<file path="src/rtl/wb256_gather.sv">
// wb256_gather: packs a burst of WORD_W-bit stream beats into one
// WORD_W*BEATS-bit value and issues a single-cycle register-file write.
module wb256_gather #(
  parameter int WORD_W = 32,
  parameter int BEATS  = 8
) (
  input  logic                      CLK,
  input  logic                      RST,
  input  logic                      START,
  input  logic [4:0]                DEST,
  input  logic                      ABORT,
  input  logic                      IN_VALID,
  input  logic [WORD_W-1:0]         IN_DATA,
  output logic                      IN_READY,
  output logic [WORD_W*BEATS-1:0]   WB,
  output logic [4:0]                A3,
  output logic                      WE,
  output logic                      BUSY,
  output logic                      ERR
);

  localparam int CNT_W = (BEATS > 1) ? $clog2(BEATS) : 1;
  localparam logic [CNT_W-1:0] LAST_BEAT = CNT_W'(BEATS - 1);

  typedef enum logic [1:0] {
    S_IDLE,
    S_GATHER,
    S_WRITE
  } state_t;

  state_t                    r_state;
  state_t                    w_next;
  logic [CNT_W-1:0]          r_count;
  logic [WORD_W*BEATS-1:0]   r_buf;
  logic [4:0]                r_a3;
  logic                      r_err;
  logic                      w_xfer;
  logic                      w_start_ok;

  // ABORT masks IN_READY so a beat offered alongside it is never taken
  assign IN_READY   = (r_state == S_GATHER) && !ABORT;
  assign w_xfer     = IN_READY && IN_VALID;
  assign w_start_ok = (r_state == S_IDLE) && START;

  assign WE   = (r_state == S_WRITE);
  assign BUSY = (r_state != S_IDLE);
  assign WB   = r_buf;
  assign A3   = r_a3;
  assign ERR  = r_err;

  // State register
  always_ff @(posedge CLK or negedge RST) begin
    if (!RST) r_state <= S_IDLE;
    else      r_state <= w_next;
  end

  // Next-state logic
  always_comb begin
    w_next = r_state;
    case (r_state)
      S_IDLE: begin
        if (START) w_next = S_GATHER;
      end
      S_GATHER: begin
        if (ABORT)                               w_next = S_IDLE;
        else if (w_xfer && r_count == LAST_BEAT) w_next = S_WRITE;
      end
      S_WRITE: w_next = S_IDLE;
      default: w_next = S_IDLE;
    endcase
  end

  // Beat counter, packing buffer and latched destination
  always_ff @(posedge CLK or negedge RST) begin
    if (!RST) begin
      r_count <= '0;
      r_buf   <= '0;
      r_a3    <= '0;
    end else if (w_start_ok) begin
      r_a3    <= DEST;
      r_buf   <= '0;
      r_count <= '0;
    end else if (r_state == S_GATHER) begin
      if (ABORT) begin
        r_count <= '0;
      end else if (w_xfer) begin
        r_buf[int'(r_count)*WORD_W +: WORD_W] <= IN_DATA;
        r_count <= (r_count == LAST_BEAT) ? '0 : r_count + CNT_W'(1);
      end
    end
  end

  // Sticky error: START arriving while a gather or write is in flight
  always_ff @(posedge CLK or negedge RST) begin
    if (!RST)                            r_err <= 1'b0;
    else if (START && r_state != S_IDLE) r_err <= 1'b1;
  end

endmodule

</file>
<file path="config.mk">
export PLATFORM = sky130hd
export DESIGN_NAME = wb256_gather
export DESIGN_NICKNAME = d
export VERILOG_FILES = /design/src/rtl/wb256_gather.sv
export SDC_FILE = /design/constraint.sdc
export NUM_CORES = 1
export LEC_CHECK = 0
export ABC_AREA = 1
export CORE_MARGIN = 3
export CORE_UTILIZATION = 49
export DETAILED_ROUTE_END_ITERATION = 10
export PLACE_DENSITY = 0.81
export SLEW_MARGIN = 20
export SYNTH_ARGS = -nofsm -noshare
export SYNTH_HDL_FRONTEND = slang
export SYNTH_SLANG_ARGS = --single-unit
export TNS_END_PERCENT = 100
</file>
<file path="constraint.sdc">
create_clock -name CLK -period 2.6 [get_ports CLK]
set_input_delay 0.52 -clock CLK [delete_from_list [all_inputs] [get_ports CLK]]
set_output_delay 0.52 -clock CLK [all_outputs]
set_load 0.01 [all_outputs]
</file>
==> results.txt <==
yosys + openroad results -> outcome=finished, final reports clean, achievable frequency=0.418 GHz, Period Utilization, post-route=92.1%, Lkg Pwr=0.00792 uW, worst-path maximum fanout=5, peak-usage layer in the global routing report=met2, setup clock skew after layout=0.0220 ns, post-synthesis cell type count=27, most frequently used cell type in the post-synthesis netlist=sky130_fd_sc_hd__nand2_1, Max Transition Viols Final=0, Core Util at FP=50.5%, final hold viol count=0, aggregate global routing overflow=0, area of the placeable core=23000 sq um, placed instance area=14900 sq um, FFs w/ async S/R, synth=100%, worst min path class=input pin to async pin, Num Clock Sinks=267, num ports=307, top cells by area in the synthesized netlist=sky130_fd_sc_hd__dfrtp_1, sky130_fd_sc_hd__nand2_1, sky130_fd_sc_hd__nand3_1, Seq share, synth=57.5%, clock buffer depth=3, Registers, synthesis=267, cell count in the Yosys report=1405, chip area in the Yosys report=11600 sq um, nets in the synthesized netlist=1454, number of cells in the finished layout apart from fillers=2029, pin count of the biggest net entering global routing=89, number of filler cells placed in the layout=1863, power per standard cell area=696 nW/um^2, vias in the first global route=10700, clock slew seen by the registers of the worst setup and hold paths=0.06 ns, number of maximum-capacitance constraint violations=0, worst vdd rail ir drop=506 uV, M2 GR Usage=45.3%, # port buffers=306, final wirelength=37200 um, total of endpoints with negative setup slack in the final report=0, HPWL after detailed placement=26200 um, signed area change from the synthesized netlist to the final layout=37.1%, die height=160 um, instance count after placement with tap cells included=1976, cell area after layout=15900 sq um, detailed router's first-iteration violation count=1116, Critical-path top delay cell=sky130_fd_sc_hd__clkdlybuf4s50_1, Worst-Skew Late Latency=0.54 ns, final setup TNS=0 ns, DR vias=10600
## report_power, final
part           total, uW  leakage, uW  internal (uW)  switching, uW
Combinational       2420      0.00378            841           1580
Sequential          4520      0.00368           4380            137
Clock               4160     0.000464           2510           1650
Total              11100      0.00792           7730           3360
## layout by cell type (no fill, tap or decap), drive strengths merged, types with 2 or more instances in the layout
cell | Yosys | final
nand2 | 655 | 655
clkdlybuf4s50 | 0 | 305
dfrtp | 267 | 267
nand3 | 127 | 127
nor2 | 107 | 107
o21ai | 80 | 80
inv | 60 | 59
clkbuf | 13 | 42
buf | 67 | 33
nor3 | 10 | 10
nand4 | 8 | 8
ha | 7 | 7
clkinvlp | 0 | 4
clkinv | 1 | 4
bufinv | 0 | 3
a21oi | 2 | 2
## cell families (layout without fill, tap and decap cells)
kind of cell / Yosys count / in the layout / share of synthesized area [%]
AND-OR/OR-AND: 83 / 83 / 3.63
adder cells (fa/ha/maj): 7 / 7 / 0.754
buffers and inverters: 141 / 451 / 6.03
flip-flops: 267 / 267 / 57.5
other: 0 / 1 / 0
AND/OR/NAND/NOR: 907 / 907 / 32.1
## timing repair
| item | in CTS | in global routing |
|---|---|---|
| hold buffers | 1 | 0 |
| gates resized | 0 | 1 |
| hold endpoints to repair | 30 | 0 |
| setup endpoints to repair | 0 | 6 |
## registers in the layout (all words and copies together), names as in the netlist
| signal | cells |
|---|---|
| WB | 256 |
| A3 | 5 |
| r_count | 3 |
| r_state | 2 |
| ERR | 1 |
## worst max-delay path: cells and delay by family, from the launching register on
kind                   cells  cell delay (ns)
buffers and inverters      2             0.72
DFF                        1             0.39
and+or+nand+nor            2             0.22
## final timing paths
path,cells past startpoint,from,slack (ns),end
min reg2reg,2,WB[185],0.47,WB[185]
max reg2reg,9,r_count[1],0.28,WB[250]
max,4,r_state[1],0.21,IN_READY
max in group asynchronous,3,RST,1.39,WB[11]
min in group CLK,2,WB[185],0.47,WB[185]
min,2,RST,0.43,WB[217]
## cell type report
class	count	area, sq um	area share [%]
Clock inverter	9	131	0.825
Sequential cell	267	6680	42.0
Inverter	61	233	1.46
Antenna cell	1	2.50	0.0157
Clock buffer	42	835	5.24
Multi-Input combinational cell	997	4230	26.6
Tap cell	313	392	2.46
Timing Repair Buffer	339	3420	21.5
## per-layer routing
layer  up-vias  routed length [um]
met2       522               17200
met1      5053               15500
met5         -                   0
met4         0                1040
li1       4963                   -
met3        81                3450
## per-stage QoR
| stage | hold WS [ns] | setup slack (ns) | total power, uW | utilization [%] |
|---|---|---|---|---|
| global placement | 0.403 | 0.277 | 6910 | 65.0 |
| floorplan | 0.224 | 0.637 | 5900 | - |
| finish | 0.432 | 0.206 | 11100 | 69.3 |
| global route | 0.460 | 0.0586 | 11600 | 69.3 |
| detailed placement | 0.407 | 0.186 | 6970 | 65.0 |
| CTS | 0.434 | 0.193 | 11100 | 69.3 |
**Clock wires, drivers and flops**

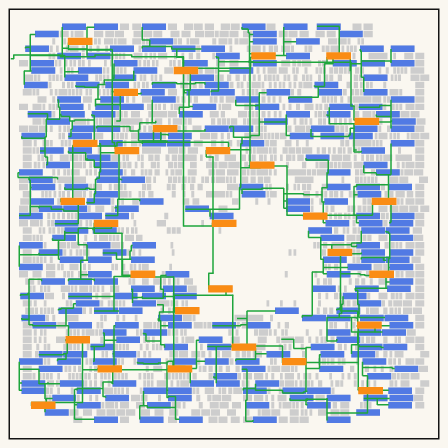
- green: clock wires (length 3190 um)
- blue: flip-flops (count 267)
- orange: clock drivers (count 29)
- flops lie: spread over the die

**Wiring by layer**

Two of the layers only.
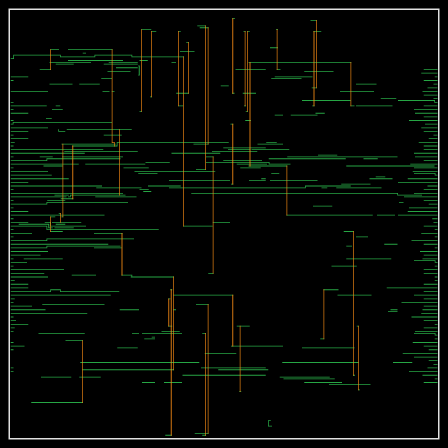
- orange: metal 4 (wire length 1040 um)
- green: metal 3 (wire length 3450 um)

**Track usage over the die**

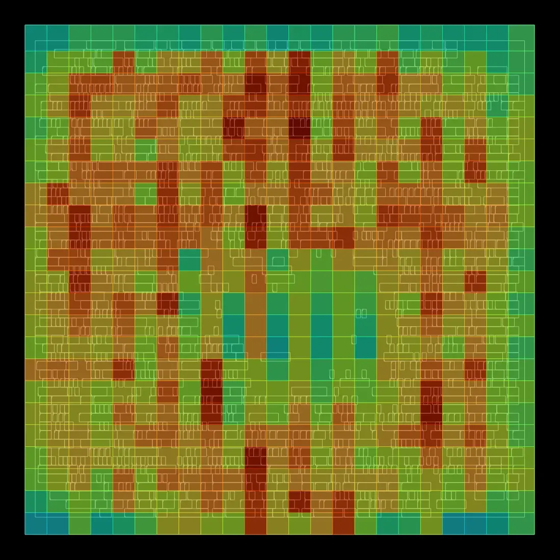
met1 demand-to-capacity share in global routing: 39.7%
Finished Core Util: 69.3%
gr usage total: 28.6%

Power figures rest on the tool's default switching activity, not on a simulated workload.
